### src/rtl/mdu_pkg.sv
// mdu_pkg: shared op encodings, FSM state type and fixed result constants for mul_div_unit.
package mdu_pkg;
    localparam int XLEN = 32;
    localparam logic [2:0] MDU_MUL    = 3'd0;
    localparam logic [2:0] MDU_MULH   = 3'd1;
    localparam logic [2:0] MDU_MULHSU = 3'd2;
    localparam logic [2:0] MDU_MULHU  = 3'd3;
    localparam logic [2:0] MDU_DIV    = 3'd4;
    localparam logic [2:0] MDU_DIVU   = 3'd5;
    localparam logic [2:0] MDU_REM    = 3'd6;
    localparam logic [2:0] MDU_REMU   = 3'd7;
    localparam logic [XLEN-1:0] DIV0_QUOT = 32'hFFFF_FFFF;
    localparam logic [XLEN-1:0] INT_MIN   = 32'h8000_0000;
    typedef enum logic [1:0] {IDLE, CALC, FIX} state_e;
endpackage

### src/rtl/mdu_operand_prep.sv
// mdu_operand_prep: per-op operand magnitudes, result sign flags and
// divide-by-zero / signed-overflow detection with their fixed results.
module mdu_operand_prep #(
    parameter int XLEN = mdu_pkg::XLEN
) (
    input  logic [2:0]      op,
    input  logic [XLEN-1:0] src_a,
    input  logic [XLEN-1:0] src_b,
    output logic [XLEN-1:0] abs_a,
    output logic [XLEN-1:0] abs_b,
    output logic [XLEN-1:0] spec_res,
    output logic            neg_res,
    output logic            neg_rem,
    output logic            special
);
    import mdu_pkg::*;
    logic a_sgn, b_sgn, a_neg, b_neg, div0, ovf;
    always_comb begin
        a_sgn    = op == MDU_MULH || op == MDU_MULHSU || op == MDU_DIV || op == MDU_REM;
        b_sgn    = op == MDU_MULH || op == MDU_DIV || op == MDU_REM;
        a_neg    = a_sgn && src_a[XLEN-1];
        b_neg    = b_sgn && src_b[XLEN-1];
        abs_a    = a_neg ? -src_a : src_a;
        abs_b    = b_neg ? -src_b : src_b;
        neg_res  = a_neg ^ b_neg;
        neg_rem  = a_neg;
        div0     = src_b == '0;
        ovf      = b_sgn && op[2] && src_a == INT_MIN && src_b == '1;
        special  = op[2] && (div0 || ovf);
        // op[1] separates REM/REMU from DIV/DIVU
        spec_res = op[1] ? (div0 ? src_a : '0) : (div0 ? DIV0_QUOT : INT_MIN);
    end
endmodule

### src/rtl/mul_div_unit.sv
// mul_div_unit: iterative RV32M multiply (shift-add) / divide (restoring), one bit per cycle.
// Define MDU_EARLY_OUT_EN to end multiplies once the remaining multiplier bits are all zero.
module mul_div_unit #(
    parameter int XLEN  = mdu_pkg::XLEN,
    parameter int CNT_W = 6
) (
    input  logic            clk,
    input  logic            rst,
    input  logic            start,
    input  logic [2:0]      op,
    input  logic [XLEN-1:0] src_a,
    input  logic [XLEN-1:0] src_b,
    input  logic [4:0]      rd_in,
    output logic            busy,
    output logic            done,
    output logic [XLEN-1:0] result,
    output logic [4:0]      rd_out
);
    import mdu_pkg::*;
    state_e            state_q, state_d;
    logic [2:0]        op_q, op_d;
    logic [4:0]        rd_q, rd_d, rd_out_q, rd_out_d;
    logic [XLEN-1:0]   m_q, m_d, result_q, result_d;
    logic [2*XLEN-1:0] p_q, p_d, p_calc, pf, prod_s;
    logic [CNT_W-1:0]  cnt_q, cnt_d;
    logic              neg_q, neg_d, negr_q, negr_d, spec_q, spec_d, done_q, done_d;
    logic [XLEN:0]     sum;
    logic [XLEN+1:0]   diff;
    logic [XLEN-1:0]   abs_a, abs_b, spec_res, quo_s, rem_s, fix_res;
    logic              p_neg, p_negr, p_spec, accept, last;

    mdu_operand_prep #(.XLEN(XLEN)) u_prep (
        .op(op), .src_a(src_a), .src_b(src_b), .abs_a(abs_a), .abs_b(abs_b),
        .spec_res(spec_res), .neg_res(p_neg), .neg_rem(p_negr), .special(p_spec)
    );

    // special cases pass through FIX for one cycle without raising busy
    assign busy   = state_q == CALC || (state_q == FIX && !spec_q);
    assign done   = done_q;
    assign result = result_q;
    assign rd_out = rd_out_q;

    always_comb begin
        sum    = {1'b0, p_q[2*XLEN-1:XLEN]} + {1'b0, m_q};
        diff   = {1'b0, p_q[2*XLEN-1:XLEN-1]} - {2'b0, m_q};
        p_calc = op_q[2] ? (diff[XLEN+1] ? {p_q[2*XLEN-2:0], 1'b0} : {diff[XLEN-1:0], p_q[XLEN-2:0], 1'b1})
                         : (p_q[0] ? {sum, p_q[XLEN-1:1]} : {1'b0, p_q[2*XLEN-1:1]});
        last   = cnt_q == CNT_W'(XLEN - 1);
        pf     = p_q;
`ifdef MDU_EARLY_OUT_EN
        // unconsumed multiplier bits sit below the partial product; an early exit leaves it un-aligned
        last   = last || (!op_q[2] && (p_calc[XLEN-1:0] & ({XLEN{1'b1}} >> (cnt_q + CNT_W'(1)))) == '0);
        pf     = op_q[2] ? p_q : p_q >> (CNT_W'(XLEN - 1) - cnt_q);
`endif
        prod_s  = neg_q ? -pf : pf;
        quo_s   = neg_q ? -p_q[XLEN-1:0] : p_q[XLEN-1:0];
        rem_s   = negr_q ? -p_q[2*XLEN-1:XLEN] : p_q[2*XLEN-1:XLEN];
        fix_res = spec_q ? p_q[XLEN-1:0] : op_q == MDU_MUL ? prod_s[XLEN-1:0] :
                  !op_q[2] ? prod_s[2*XLEN-1:XLEN] : op_q[1] ? rem_s : quo_s;
    end

    always_comb begin
        state_d  = state_q;
        op_d     = op_q;
        rd_d     = rd_q;
        rd_out_d = rd_out_q;
        m_d      = m_q;
        p_d      = p_q;
        cnt_d    = cnt_q;
        neg_d    = neg_q;
        negr_d   = negr_q;
        spec_d   = spec_q;
        result_d = result_q;
        done_d   = 1'b0;
        accept   = start && !busy;
        case (state_q)
            CALC: begin
                p_d     = p_calc;
                cnt_d   = last ? cnt_q : cnt_q + CNT_W'(1);
                state_d = last ? FIX : CALC;
            end
            FIX: begin
                result_d = fix_res;
                rd_out_d = rd_q;
                done_d   = 1'b1;
                state_d  = IDLE;
            end
            default: ;
        endcase
        if (accept) begin
            op_d    = op;
            rd_d    = rd_in;
            m_d     = op[2] ? abs_b : abs_a;
            p_d     = {{XLEN{1'b0}}, p_spec ? spec_res : op[2] ? abs_a : abs_b};
            cnt_d   = '0;
            neg_d   = p_neg;
            negr_d  = p_negr;
            spec_d  = p_spec;
            state_d = p_spec ? FIX : CALC;
        end
    end

    always_ff @(posedge clk or posedge rst) begin
        if (rst) begin
            state_q  <= IDLE;
            op_q     <= '0;
            rd_q     <= '0;
            rd_out_q <= '0;
            m_q      <= '0;
            p_q      <= '0;
            cnt_q    <= '0;
            neg_q    <= 1'b0;
            negr_q   <= 1'b0;
            spec_q   <= 1'b0;
            result_q <= '0;
            done_q   <= 1'b0;
        end else begin
            state_q  <= state_d;
            op_q     <= op_d;
            rd_q     <= rd_d;
            rd_out_q <= rd_out_d;
            m_q      <= m_d;
            p_q      <= p_d;
            cnt_q    <= cnt_d;
            neg_q    <= neg_d;
            negr_q   <= negr_d;
            spec_q   <= spec_d;
            result_q <= result_d;
            done_q   <= done_d;
        end
    end
endmodule

### config.mk
export PLATFORM = sky130hd
export DESIGN_NAME = mul_div_unit
export DESIGN_NICKNAME = d
export VERILOG_FILES = /design/src/rtl/mdu_pkg.sv /design/src/rtl/mdu_operand_prep.sv /design/src/rtl/mul_div_unit.sv
export SDC_FILE = /design/constraint.sdc
export NUM_CORES = 1
export LEC_CHECK = 0
export CORE_ASPECT_RATIO = 0.5
export CORE_MARGIN = 4
export CORE_UTILIZATION = 45
export CTS_CLUSTER_SIZE = 8
export DETAILED_ROUTE_END_ITERATION = 8
export HOLD_SLACK_MARGIN = 0.02
export PLACE_DENSITY = 0.66
export SLEW_MARGIN = 20
export SYNTH_ARGS = -nofsm -noshare
export SYNTH_HDL_FRONTEND = slang
export SYNTH_SLANG_ARGS = --single-unit
### constraint.sdc
create_clock -name clk -period 6 [get_ports clk]
set_clock_uncertainty 0.1 [all_clocks]
set_input_delay 1.8 -clock clk [delete_from_list [all_inputs] [get_ports clk]]
set_output_delay 1.8 -clock clk [all_outputs]
set_load 0.005 [all_outputs]
**Met3 routing**

The bar under the picture is 100 um long.
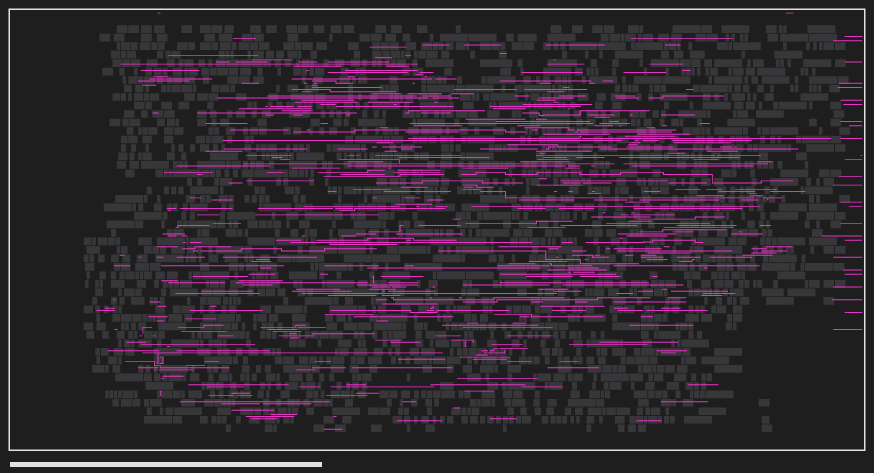
nets with wire on the layer: 310
share of all routed wire: 12%
main direction: horizontal

**M2 wires**

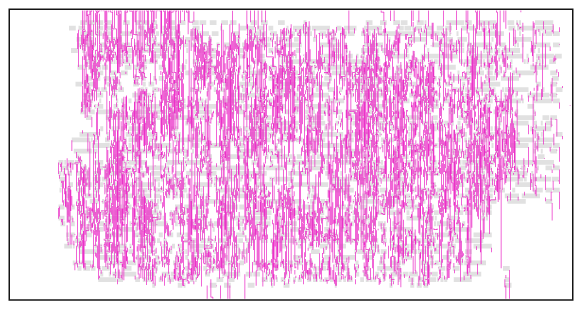
share of all routed wire: 40%
wire length on this layer: 25.0 mm

**Clock wires, drivers and flops**

The bar under the picture is 100 um long.
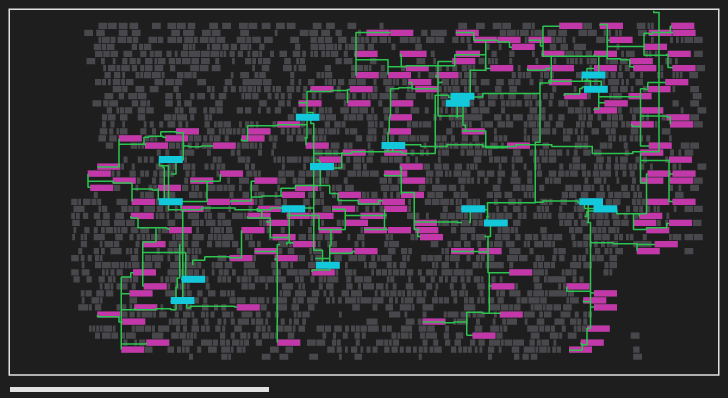
[clock wires] green | length: 2460 um
[clock drivers] cyan | count: 17
[flip-flops] magenta | count: 153
flops lie: all over the die
routed clock nets: 18

**Signal wires by layer**

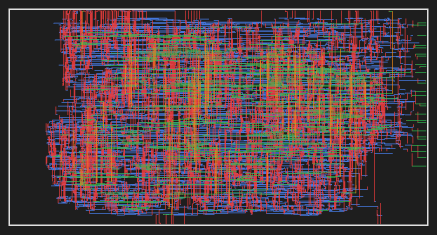
| layer | colour | wire length |
|---|---|---|
| metal 3 | green | 7510 um |
| metal 4 | orange | 2210 um |
| metal 2 | red | 25.0 mm |
| metal 1 | blue | 27.3 mm |

==> results_dict.tcl <==
# yosys + openroad results
set metrics [dict create \
    status "finished, final reports clean" \
    slew_violations 0 \
    yosysWarningCount 0 \
    synthXorXnorAreaFrac 0.09886 \
    pg_clk_mw 1.15 \
    first_global_vias 15420 \
    cp.required_ns 6.23 \
    dr.pass1.iters 6 \
    area.growth.synth_to_final_pct 12.81 \
    grt_max_degree 92 \
    synthCells 2141 \
    simple_gate_area_frac 0.1997 \
    area_share_clock_buf_inv 0.03364 \
    grt-ovfl-total 0 \
    path_cells "clkdlybuf4s50_1, or4_1, nor4_1, or4b_2, nor2_1, a31oi_1, and2_0, buf_4, a21oi_1, o21ai_0" \
    tapCellCount 475 \
    fillers 3429 \
    instances_no_fill 2626 \
    insertion_delay_ns 0.46 \
    cts_num_sinks 153 \
    holdCritPathClass "reg2reg" \
    timing.final.crit_share 0.8829 \
    whs_path_depth 2 \
    swShare 0.5368 \
    synth.cellmix.compoundShare 0.2952 \
    ys_types 80 \
    worstSetupEndpointType "register" \
    cap_violations 0 \
    seq_area_frac 0.2143 \
    dpl.hpwl_um 46730 \
    setup_violations 0 \
    tns_ns 0 \
    whs_ns 0.3724 \
    dp_slack_ns 0.3359 \
    p_comb_mw 8.15 \
    cts_setup_buffers 0 \
    final_util 0.5171 \
    r2r_end "p_q[53]$_DFFE_PP0P_" \
    clock_buffers 17 \
    drc 0 \
    wl_met3_um 7511 \
    cts_tree "yes" \
    log.warning_count 27 \
    sh_comb_area 0.6209 \
    adder_share 0.05775 \
    arrival_ns 5.53 \
    most_common_cell "nand2_1" \
    diodes 0 \
    mux_share 0.04623 \
    syn-cell-area_um2 15860 \
    cts-hold-fix-buffers 0 \
    p_switching_mw 6.356 \
    fmax_mhz 188.8 \
    regMostFlops "p_q" \
    inv_count 75 \
    die_w_um 273.5 \
    port_buffers 113 \
    start_kind "primary input" \
    ant_nets 0 \
    power_mw 11.84 \
    path_max_fanout 9 \
    rows 48 \
    cts-root-buf "clkbuf_16" \
    topCombFamilyByArea "AND-OR/OR-AND gates" \
    crit_end "p_q[25]$_DFFE_PP0P_" \
    synth.net_count 2288 \
    powerDensity_nw_per_um2 661.9 \
    seq_cells 153 \
    met1_usage 0.4674 \
    cts.clk_slew.worst_paths_ns 0.08 \
    avgRoutedWirePerCell_um 23.60 \
    vias 17090 \
    yosys-stat-area_um2 15860 \
    comb_cells 1736 \
    ir_worst_vdd_mv 0.2533 \
    hp-start "rd_q[2]$_DFFE_PP0P_" \
    critPathKind "in2reg" \
    tightestPinTransition_ns 1.063 \
    rsz0062_at_grt "no" \
    synth-edff-count 0 \
    coreArea_um2 34590 \
    fp_util 0.4584 \
    combPwrFrac 0.688 \
    dpl_cell_area_um2 17280 \
    p_leak_nw 7.241 \
    met1Wirelength_um 27280 \
    pg_seq_mw 2.54 \
    crit_slowest_cell "or4b_2" \
    maxPowerGroup "combinational logic" \
    wirelength_um 61970 \
    cts_htree_levels 4 \
    yosysTopAreaCellShare 0.2414 \
    routed.top_layer "met4" \
    r2r_cells 12 \
    sequentialPowerShare 0.215 \
    setup_ws_ns 0.7026 \
    finalHoldViolCount 0 \
    cts_max_path_buffers 2 \
    ios 114 \
    ys_cells 2141 \
    grtUsageMet3 0.07500 \
    viasPerCell 6.509 \
    drtIter0Drc 2351 \
    topCellsByArea "dfrtp_1, o21ai_0, nand2_1, a21oi_1, ha_1" \
]
